File: config.mk
export PLATFORM = sky130hd
export DESIGN_NAME = rdport_collector
export DESIGN_NICKNAME = d
export VERILOG_FILES = /design/src/rtl/meduram_pkg.sv /design/src/rtl/rdport_fifo.sv /design/src/rtl/rdport_collector.sv
export SDC_FILE = /design/constraint.sdc
export NUM_CORES = 1
export LEC_CHECK = 0
export ABC_AREA = 1
export ABC_CLOCK_PERIOD_IN_PS = 1500
export CAP_MARGIN = 20
export CELL_PAD_IN_SITES_DETAIL_PLACEMENT = 1
export CELL_PAD_IN_SITES_GLOBAL_PLACEMENT = 2
export CORE_ASPECT_RATIO = 0.5
export CORE_MARGIN = 3
export CORE_UTILIZATION = 31
export CTS_BUF_LIST = sky130_fd_sc_hd__clkbuf_16
export DETAILED_ROUTE_END_ITERATION = 8
export HOLD_SLACK_MARGIN = 0.02
export PLACE_DENSITY = 0.8
export SYNTH_ARGS = -nofsm -noshare
export SYNTH_HDL_FRONTEND = slang
export SYNTH_SLANG_ARGS = --single-unit
File: constraint.sdc
create_clock -name aclk -period 1.5 [get_ports aclk]
set_input_delay 0.375 -clock aclk [delete_from_list [all_inputs] [get_ports aclk]]
set_output_delay 0.375 -clock aclk [all_outputs]
set_load 0.03 [all_outputs]
File: src/rtl/meduram_pkg.sv
// Shared sizing helpers and defaults for the multi-agent RAM read-port logic.
package meduram_pkg;

  localparam int DATA_WIDTH_DEFAULT = 32;

  // A single bank still needs a 1-bit selector port.
  function automatic int sel_width(input int nb);
    return (nb <= 1) ? 1 : $clog2(nb);
  endfunction

  function automatic int credit_width(input int depth);
    return $clog2(depth + 1);
  endfunction

endpackage

File: src/rtl/rdport_fifo.sv
// Synchronous show-ahead FIFO: head word is visible combinationally while not empty.
module rdport_fifo
  import meduram_pkg::*;
#(
  parameter int DEPTH = 4,
  parameter int WIDTH = DATA_WIDTH_DEFAULT
) (
  input  logic             aclk,
  input  logic             srst,
  input  logic             push,
  input  logic [WIDTH-1:0] push_data,
  input  logic             pop,
  output logic             empty,
  output logic             full,
  output logic [WIDTH-1:0] head_data
);

  localparam int PW = (DEPTH > 1) ? $clog2(DEPTH) : 1;
  localparam int CW = credit_width(DEPTH);

  logic [WIDTH-1:0] mem_q [DEPTH];
  logic [PW-1:0]    wr_ptr_q, wr_ptr_d;
  logic [PW-1:0]    rd_ptr_q, rd_ptr_d;
  logic [CW-1:0]    count_q, count_d;
  logic             pop_eff;

  function automatic logic [PW-1:0] ptr_inc(input logic [PW-1:0] p);
    return (p == PW'(DEPTH - 1)) ? '0 : p + PW'(1);
  endfunction

  assign empty     = (count_q == '0);
  assign full      = (count_q == CW'(DEPTH));
  assign head_data = mem_q[rd_ptr_q];
  assign pop_eff   = pop & ~empty;

  always_comb begin
    wr_ptr_d = push    ? ptr_inc(wr_ptr_q) : wr_ptr_q;
    rd_ptr_d = pop_eff ? ptr_inc(rd_ptr_q) : rd_ptr_q;
    count_d  = count_q;
    case ({push, pop_eff})
      2'b10:   count_d = count_q + CW'(1);
      2'b01:   count_d = count_q - CW'(1);
      default: count_d = count_q;
    endcase
  end

  always_ff @(posedge aclk) begin
    if (srst) begin
      wr_ptr_q <= '0;
      rd_ptr_q <= '0;
      count_q  <= '0;
    end else begin
      wr_ptr_q <= wr_ptr_d;
      rd_ptr_q <= rd_ptr_d;
      count_q  <= count_d;
    end
  end

  always_ff @(posedge aclk) begin
    if (push) mem_q[wr_ptr_q] <= push_data;
  end

  // Credits upstream make a push into a full FIFO without a pop unreachable.
  a_no_overflow: assert property (@(posedge aclk) disable iff (srst) !(push && full && !pop));

endmodule

File: src/rtl/rdport_collector.sv
// Per-read-agent front end: credit-gated issue, latency-aligned bank select, ordered responses.
module rdport_collector
  import meduram_pkg::*;
#(
  parameter int ADDR_WIDTH   = 8,
  parameter int DATA_WIDTH   = DATA_WIDTH_DEFAULT,
  parameter int NB_WRAGENT   = 2,
  parameter int SELECT_WIDTH = sel_width(NB_WRAGENT),
  parameter int RAM_LATENCY  = 1,
  parameter int FIFO_DEPTH   = 4
) (
  input  logic                             aclk,
  input  logic                             srst,
  input  logic                             req_valid,
  output logic                             req_ready,
  input  logic [ADDR_WIDTH-1:0]            req_addr,
  output logic                             rden,
  output logic [ADDR_WIDTH-1:0]            rdaddr,
  input  logic [SELECT_WIDTH-1:0]          rdselect,
  input  logic [NB_WRAGENT*DATA_WIDTH-1:0] bank_rddata,
  output logic                             rsp_valid,
  input  logic                             rsp_ready,
  output logic [DATA_WIDTH-1:0]            rsp_data,
  output logic                             sel_err
);

  localparam int CW = credit_width(FIFO_DEPTH);

  if (FIFO_DEPTH < RAM_LATENCY + 1) begin : g_depth_chk
    $error("rdport_collector: FIFO_DEPTH must be >= RAM_LATENCY+1");
  end

  logic [CW-1:0]          credits_q, credits_d;
  logic [RAM_LATENCY-1:0] vld_q, vld_d;
  logic                   sel_err_q, sel_err_d;
  logic                   acc, pop, push, sel_bad, fifo_empty, fifo_full;
  logic [DATA_WIDTH-1:0]  push_data;

  assign req_ready = (credits_q != '0) & ~srst;
  assign acc       = req_valid & req_ready;
  assign rden      = acc;
  assign rdaddr    = req_addr;
  assign rsp_valid = ~fifo_empty;
  assign pop       = rsp_valid & rsp_ready;
  assign sel_err   = sel_err_q;

  // Valid shift register: stage k holds reads issued k+1 cycles ago.
  assign vld_d[0] = acc;
  for (genvar gi = 1; gi < RAM_LATENCY; gi++) begin : g_stage
    assign vld_d[gi] = vld_q[gi-1];
  end
  assign push = vld_q[RAM_LATENCY-1];

  assign sel_bad = (int'(rdselect) >= NB_WRAGENT);

  always_comb begin
    push_data = '0;
    for (int b = 0; b < NB_WRAGENT; b++) begin
      if (int'(rdselect) == b) push_data = bank_rddata[b*DATA_WIDTH +: DATA_WIDTH];
    end
  end

  always_comb begin
    credits_d = credits_q;
    case ({acc, pop})
      2'b10:   credits_d = credits_q - CW'(1);
      2'b01:   credits_d = credits_q + CW'(1);
      default: credits_d = credits_q;
    endcase
    sel_err_d = sel_err_q | (push & sel_bad);
  end

  always_ff @(posedge aclk) begin
    if (srst) begin
      credits_q <= CW'(FIFO_DEPTH);
      vld_q     <= '0;
      sel_err_q <= 1'b0;
    end else begin
      credits_q <= credits_d;
      vld_q     <= vld_d;
      sel_err_q <= sel_err_d;
    end
  end

  rdport_fifo #(
    .DEPTH (FIFO_DEPTH),
    .WIDTH (DATA_WIDTH)
  ) u_fifo (
    .aclk      (aclk),
    .srst      (srst),
    .push      (push),
    .push_data (push_data),
    .pop       (pop),
    .empty     (fifo_empty),
    .full      (fifo_full),
    .head_data (rsp_data)
  );

  a_credit_hi: assert property (@(posedge aclk) disable iff (srst)
    !(pop && !acc && credits_q == CW'(FIFO_DEPTH)));
  a_credit_lo: assert property (@(posedge aclk) disable iff (srst)
    !(acc && credits_q == '0));

endmodule

run_1/final_clocks.png
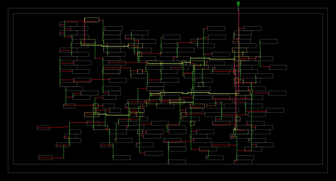
clk_skew: 0.0171 ns
Inserted Clock Buffers: 17
clk pwr: 4.01 mW

run_1/met3.png
Drawn at 3 px/um. Cells faint in the background.
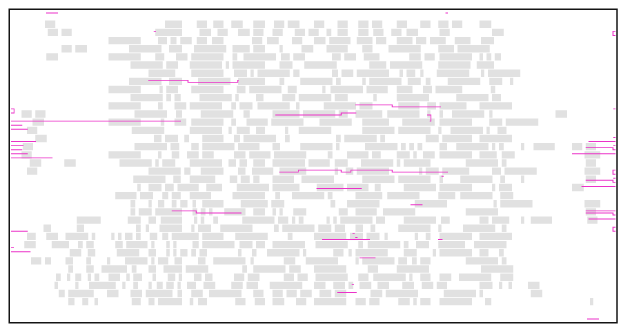
share of all routed wire: 2.9%
nets with wire on the layer: 36
met3 Usage GRT: 3.69%
vias: 4,083

run_1/zoom.png
Region (127, 53) to (177, 103) um. Cells in gray, sequential cells in the stronger gray; small squares are vias.
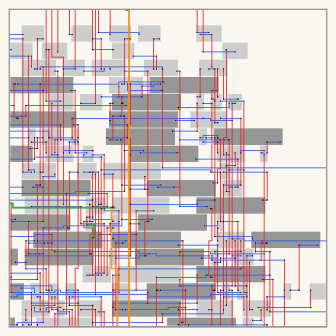
[met1] blue
[met4] orange
[met2] red
[met3] green
most frequent: edfxtp_1 (22), nor2_1 (13), clkdlybuf4s50_1 (8)
cells with their middle in the window: 83
sequential cells in the window: 22
netlist names of flops here include: u_fifo.mem_q (22)

run 1: cell usage after synthesis, drive strengths merged:
| cell | number |
|---|---|
| nor3 | 1 |
| clkbuf | 1 |
| o21ai | 69 |
| ha | 7 |
| nand3 | 6 |
| a21oi | 8 |
| nand4 | 2 |
| mux2 | 32 |
| fa | 2 |
| o22ai | 32 |
| nand2 | 14 |
| conb | 1 |
| and2 | 2 |
| or2 | 1 |
| dfxtp | 13 |
| nor2 | 71 |
| edfxtp | 128 |
| inv | 25 |
| buf | 31 |
run 1: where the power goes:
part	internal [mW]	total [mW]	switching (mW)
combinational	3.42	7.33	3.91
clock	2.30	4.01	1.70
sequential	4.65	4.83	0.177
total	10.4	16.2	5.79
==> reports/metrics.cfg, run 1 <==
[final_layout]
final_cell_mix = edfxtp_1 (128), clkdlybuf4s50_1 (65), nor2_1 (58)
num-multi-input-gates = 248
final_nets = 676
stdcell_count = 862
clock_cell_area_share_pct = 6.33
seq_area_share_pct = 46.4
final_util_pct = 47.8
stdcell_area_sq_um = 8890
syn2layout_area_growth_pct = 49.2

[setup_path]
cp_max_fo = 11
path_class = flip-flop to output pin
cp.arrival_ns = 1.56
r2r_slack_ns = -0.18
slowest_stage = dfxtp_4
reg2reg_depth = 9
path_buffers = 4

[logic_synthesis]
netlist.area_leader.share_pct = 64.5
ys_sh_aoi_pct = 9.83
synth_flops = 141
ys_area_sq_um = 5960
ys_sh_simple_pct = 6.47
adder_share_pct = 2.14
top_area_cell = edfxtp_1

[power_and_ir_drop]
irDropWorstVdd_v = 0.000996
leakagePower_nw = 3.20
powerDensity_nw_per_um2 = 1820

[sta]
timing.final.ws_setup_ns = -0.436
setup_viol = 38
rsz0062_at_grt = yes
slew_viol_final = 0

[cts]
cts_tree = yes
htreeDepth = 4

[hold_path]
hp-start = srst

[routing]
wl_met1_um = 6520
drtAntennaViolNets = 0
wl_met2_um = 8020
vias_per_cell = 4.74
routed-wl-met3_um = 435

[place]
dp.cells = 814
dpl.hpwl_um = 9620
portBuffers = 103

[run_status]
outcome = complete, but fails checks
violations = negative setup slack

[global_routing]
antenna_found_initial = 0

[job]
maxCapViolations = 0

[floorplan]
die_h_um = 104

run_1/met4.png
Drawn at 2 px/um. Supply wires on this layer in gray. Cells faint in the background.
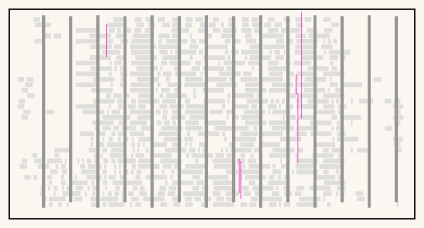

==> inputs of run 2 (changes only) <==
--- a/config.mk
+++ b/config.mk
@@ -12,11 +12,13 @@
 export CELL_PAD_IN_SITES_GLOBAL_PLACEMENT = 2
 export CORE_ASPECT_RATIO = 0.5
 export CORE_MARGIN = 3
-export CORE_UTILIZATION = 31
+export CORE_UTILIZATION = 32
 export CTS_BUF_LIST = sky130_fd_sc_hd__clkbuf_16
 export DETAILED_ROUTE_END_ITERATION = 8
 export HOLD_SLACK_MARGIN = 0.02
-export PLACE_DENSITY = 0.8
+export PLACE_DENSITY = 0.82
+export SLEW_MARGIN = 20
 export SYNTH_ARGS = -nofsm -noshare
 export SYNTH_HDL_FRONTEND = slang
+export SYNTH_HIERARCHICAL = 1
 export SYNTH_SLANG_ARGS = --single-unit
run_2/met4.png
Drawn at 2 px/um. Supply wires on this layer in gray. Cells faint in the background.
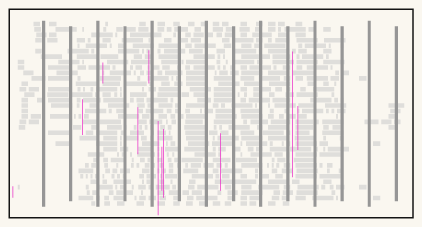
share of all routed wire: 1.7%
wire length on this layer: 288 um
nets with wire on the layer: 8
longest straight run: 62.6 um
final wirelength: 16,600 um
vias: 4,076

run_2/pins.png
Drawn at 2 px/um. Pins as bars across the die edge, other pins in gray.
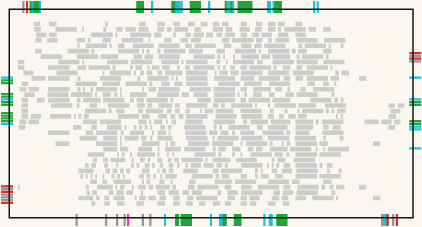
[rden] magenta | pins: 1 | direction: output | edge: bottom
[bank_rddata] green | pins: 64 | direction: input | edge: 30 top, 20 bottom, 10 left, 4 right
[rsp_data] cyan | pins: 32 | direction: output | edge: 15 top, 9 bottom, 5 right, 3 left
[rdaddr] red | pins: 8 | direction: output | edge: 3 left, 2 bottom, 2 right, 1 top
all pins by edge: 48 top, 40 bottom, 20 left, 13 right

==> run 2 against run 1 <==
Against the previous run: worst hold slack improved by 0.0055 ns; largest power group is now registers; global-route usage rose by 0.67 points; non-clock buffer count rose by 3; count of clock-buffer cells in the layout did not move; setup slack got worse by 0.016 ns; die size fell by 0.96%; the flow still finishes with violations (negative setup slack); maximum frequency fell by 0.81%; combinational power fell by 51%.
==> reports/metrics.cfg, run 2 <==
[power_and_ir_drop]
clk-power_mw = 4.43  ; +10%
seq-power_mw = 4.66  ; -4%
clockPowerShare_pct = 35.0  ; +10 points
irDropWorstVdd_v = 0.000829  ; -17%
p_sw_mw = 3.64  ; -37%
p_comb_share_pct = 28.2  ; -17 points
p_sw_share_pct = 28.7  ; -7.1 points
p_seq_share_pct = 36.8  ; +6.9 points
leakagePower_nw = 3.36  ; +5.0%
power-top-group = registers
intPower_mw = 9.02  ; -13%
powerDensity_nw_per_um2 = 1400  ; -23%
p_comb_mw = 3.57  ; -51%

[place]
portBuffers = 103  ; unchanged
dpl.hpwl_um = 9730  ; +1.2%

[setup_path]
cp.arrival_ns = 1.58  ; +0.02 ns
path_class = flip-flop to output pin
slowest_stage = dfxtp_4

[final_layout]
seq_area_share_pct = 45.7  ; -0.67 points
stdcell_count = 862  ; unchanged
final_cell_mix = edfxtp_1 (128), clkdlybuf4s50_1 (66), nor2_1 (47)
syn2layout_area_growth_pct = 48.0
final_nets = 683  ; +1.0%
stdcell_area_sq_um = 9010  ; +1.4%

[routing]
vias_per_cell = 4.73  ; -0.17%
drtAntennaViolNets = 0  ; unchanged

[global_routing]
antenna_found_initial = 0  ; unchanged

[sta]
setup_viol = 38  ; unchanged
finClkSkew_ns = 0.0175  ; +0.000424 ns
rsz0062_at_grt = yes
slew_viol_final = 0  ; unchanged
timing.final.ws_setup_ns = -0.452  ; -0.0157 ns

[floorplan]
die_h_um = 104  ; -0.48%

[run_status]
outcome = complete, but fails checks
violations = negative setup slack

run_2/met3.png
Drawn at 3 px/um. Cells faint in the background.
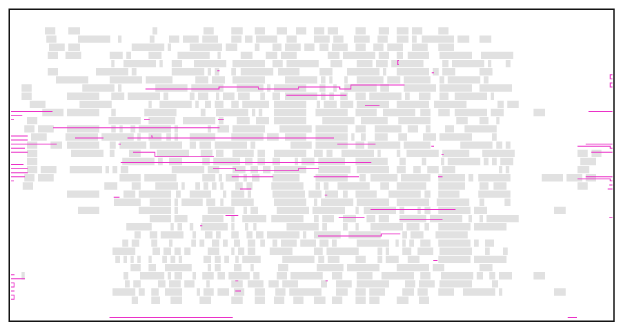
main direction: horizontal
longest straight run: 83.3 um

run 2: final timing paths:
| kind | start | endpoint | slack, ns | cells past startpoint |
|---|---|---|---|---|
| setup / recovery | flip-flop | rsp_data[18] | -0.45 | 5 |
| hold reg to reg | credits_q[1] | credits_q[1] | 0.50 | 2 |
| hold / removal | srst | u_fifo/wr_ptr_q[0] | 0.44 | 3 |
| setup reg to reg | u_fifo/count_q[2] | u_fifo/count_q[2] | -0.28 | 15 |
run 2: routing by layer:
metal / vias to the layer above / share of wire [%] / track usage, %
met5: - / 0 / 0
met4: 0 / 1.7 / 5.46
met3: 24 / 4.4 / 3.45
met2: 84 / 53 / 27.2
met1: 2032 / 41 / 17.8
li1: 1936 / - / -
run_2/zoom.png
Region (126, 53) to (176, 103) um. Cells in gray, sequential cells in the stronger gray; small squares are vias.
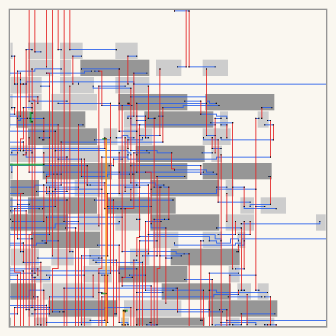

==> inputs of run 3 (changes only) <==
--- a/config.mk
+++ b/config.mk
@@ -10,7 +10,7 @@
 export CAP_MARGIN = 20
 export CELL_PAD_IN_SITES_DETAIL_PLACEMENT = 1
 export CELL_PAD_IN_SITES_GLOBAL_PLACEMENT = 2
-export CORE_ASPECT_RATIO = 0.5
+export CORE_ASPECT_RATIO = 0.6
 export CORE_MARGIN = 3
 export CORE_UTILIZATION = 32
 export CTS_BUF_LIST = sky130_fd_sc_hd__clkbuf_16
run_3/zoom.png
Region (113, 60) to (163, 110) um. Cells in gray, sequential cells in the stronger gray; small squares are vias.
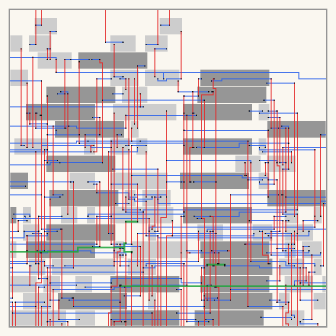
[met1] blue
[met3] green
[met2] red
most frequent: edfxtp_1 (24), o21ai_1 (8), nor2_1 (7)
netlist names of flops here include: u_fifo/mem_q (24)
cells with their middle in the window: 80
sequential cells in the window: 24

run_3/pins.png
Drawn at 3 px/um. Pins as bars across the die edge, other pins in gray.
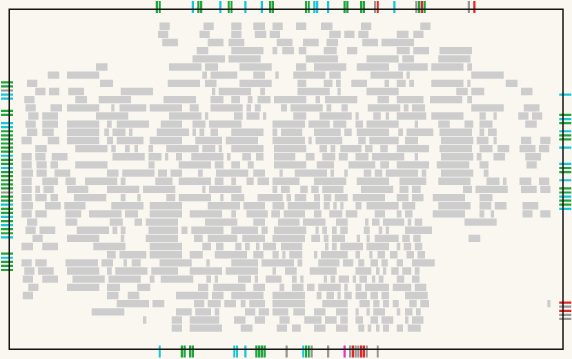
[bank_rddata] green | pins: 64 | direction: input | edge: 28 left, 16 top, 10 right, 10 bottom
[rsp_data] cyan | pins: 32 | direction: output | edge: 11 left, 8 right, 8 top, 5 bottom
[rdaddr] red | pins: 8 | direction: output | edge: 3 bottom, 3 top, 2 right
[rden] magenta | pins: 1 | direction: output | edge: bottom
all pins by edge: 41 left, 30 top, 27 bottom, 23 right

==> run 3 against run 2 <==
Against the previous run: critical path depth unchanged; sequential power about the same; sequential share of layout area down 0.79 points; utilization down 0.097 points; synthesized cell count unchanged; the run still ends with negative setup slack left; wire length up 7.5%; synthesized area unchanged.
==> reports/metrics.cfg, run 3 <==
[sta]
timing.final.ws_setup_ns = -0.480  ; -0.0279 ns
setup_viol = 41  ; +7.9%
slew_viol_final = 0  ; unchanged

[setup_path]
slowest_stage = dfxtp_4

[run_status]
violations = negative setup slack
outcome = complete, but fails checks

[final_layout]
final_cell_mix = edfxtp_1 (128), clkdlybuf4s50_1 (65), buf_6 (45)
final_nets = 693  ; +1.5%
syn2layout_area_growth_pct = 50.7
stdcell_area_sq_um = 9180  ; +1.8%

[power_and_ir_drop]
p_sw_mw = 3.91  ; +7.4%
power-top-group = registers
p_seq_share_pct = 37.3  ; +0.5 points
clockPowerShare_pct = 32.2  ; -2.8 points
intPower_mw = 8.61  ; -4.5%
p_comb_mw = 3.82  ; +7.0%
clk-power_mw = 4.03  ; -9.0%
powerDensity_nw_per_um2 = 1360  ; -2.8%
p_sw_share_pct = 31.2  ; +2.5 points
seq-power_mw = 4.68  ; about the same

[routing]
wl_met1_um = 7710  ; +14%
wl_met2_um = 8990  ; +1.2%
drtAntennaViolNets = 0  ; unchanged
routed-wl-met3_um = 956  ; +31%

[global_routing]
met3_usage_pct = 4.88  ; +1.4 points
gr-usage-met1_pct = 21.7  ; +3.9 points
met2_usage_pct = 30.3  ; +3.1 points

[floorplan]
die_h_um = 113  ; +9.0%

run_3/final_clocks.png
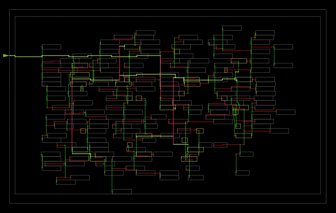
clk_skew: 0.00862 ns
clock buffer count in the final layout: 17
worst skew pair latency: 0.42 ns

-- run 3: cell types whose count changed in the layout (fill, tap and decap cells not counted), sizes merged --
cell           before  now
buf                88  102
bufinv              4    1
clkbuf             22   17
clkdlybuf4s50      66   65
clkinv              7    6
clkinvlp            4    8
dlymetal6s2s        0    1
inv                30   31
-- run 3: worst min-delay path: stages --
cell           delay [ns]
dlygate4sd2_1        0.26
buf_4                0.14
nor2_1               0.04
-- run 3: final timing paths --
| check | from | end | slack (ns) | cells past startpoint |
|---|---|---|---|---|
| max | flip-flop | rsp_data[21] | -0.48 | 5 |
| min | srst | u_fifo/wr_ptr_q[0] | 0.44 | 3 |
| max reg2reg | u_fifo/count_q[2] | u_fifo/count_q[2] | -0.37 | 13 |
| min reg2reg | u_fifo/rd_ptr_q[1] | flip-flop | 0.54 | 2 |
Power is estimated from default activity; no workload was simulated.
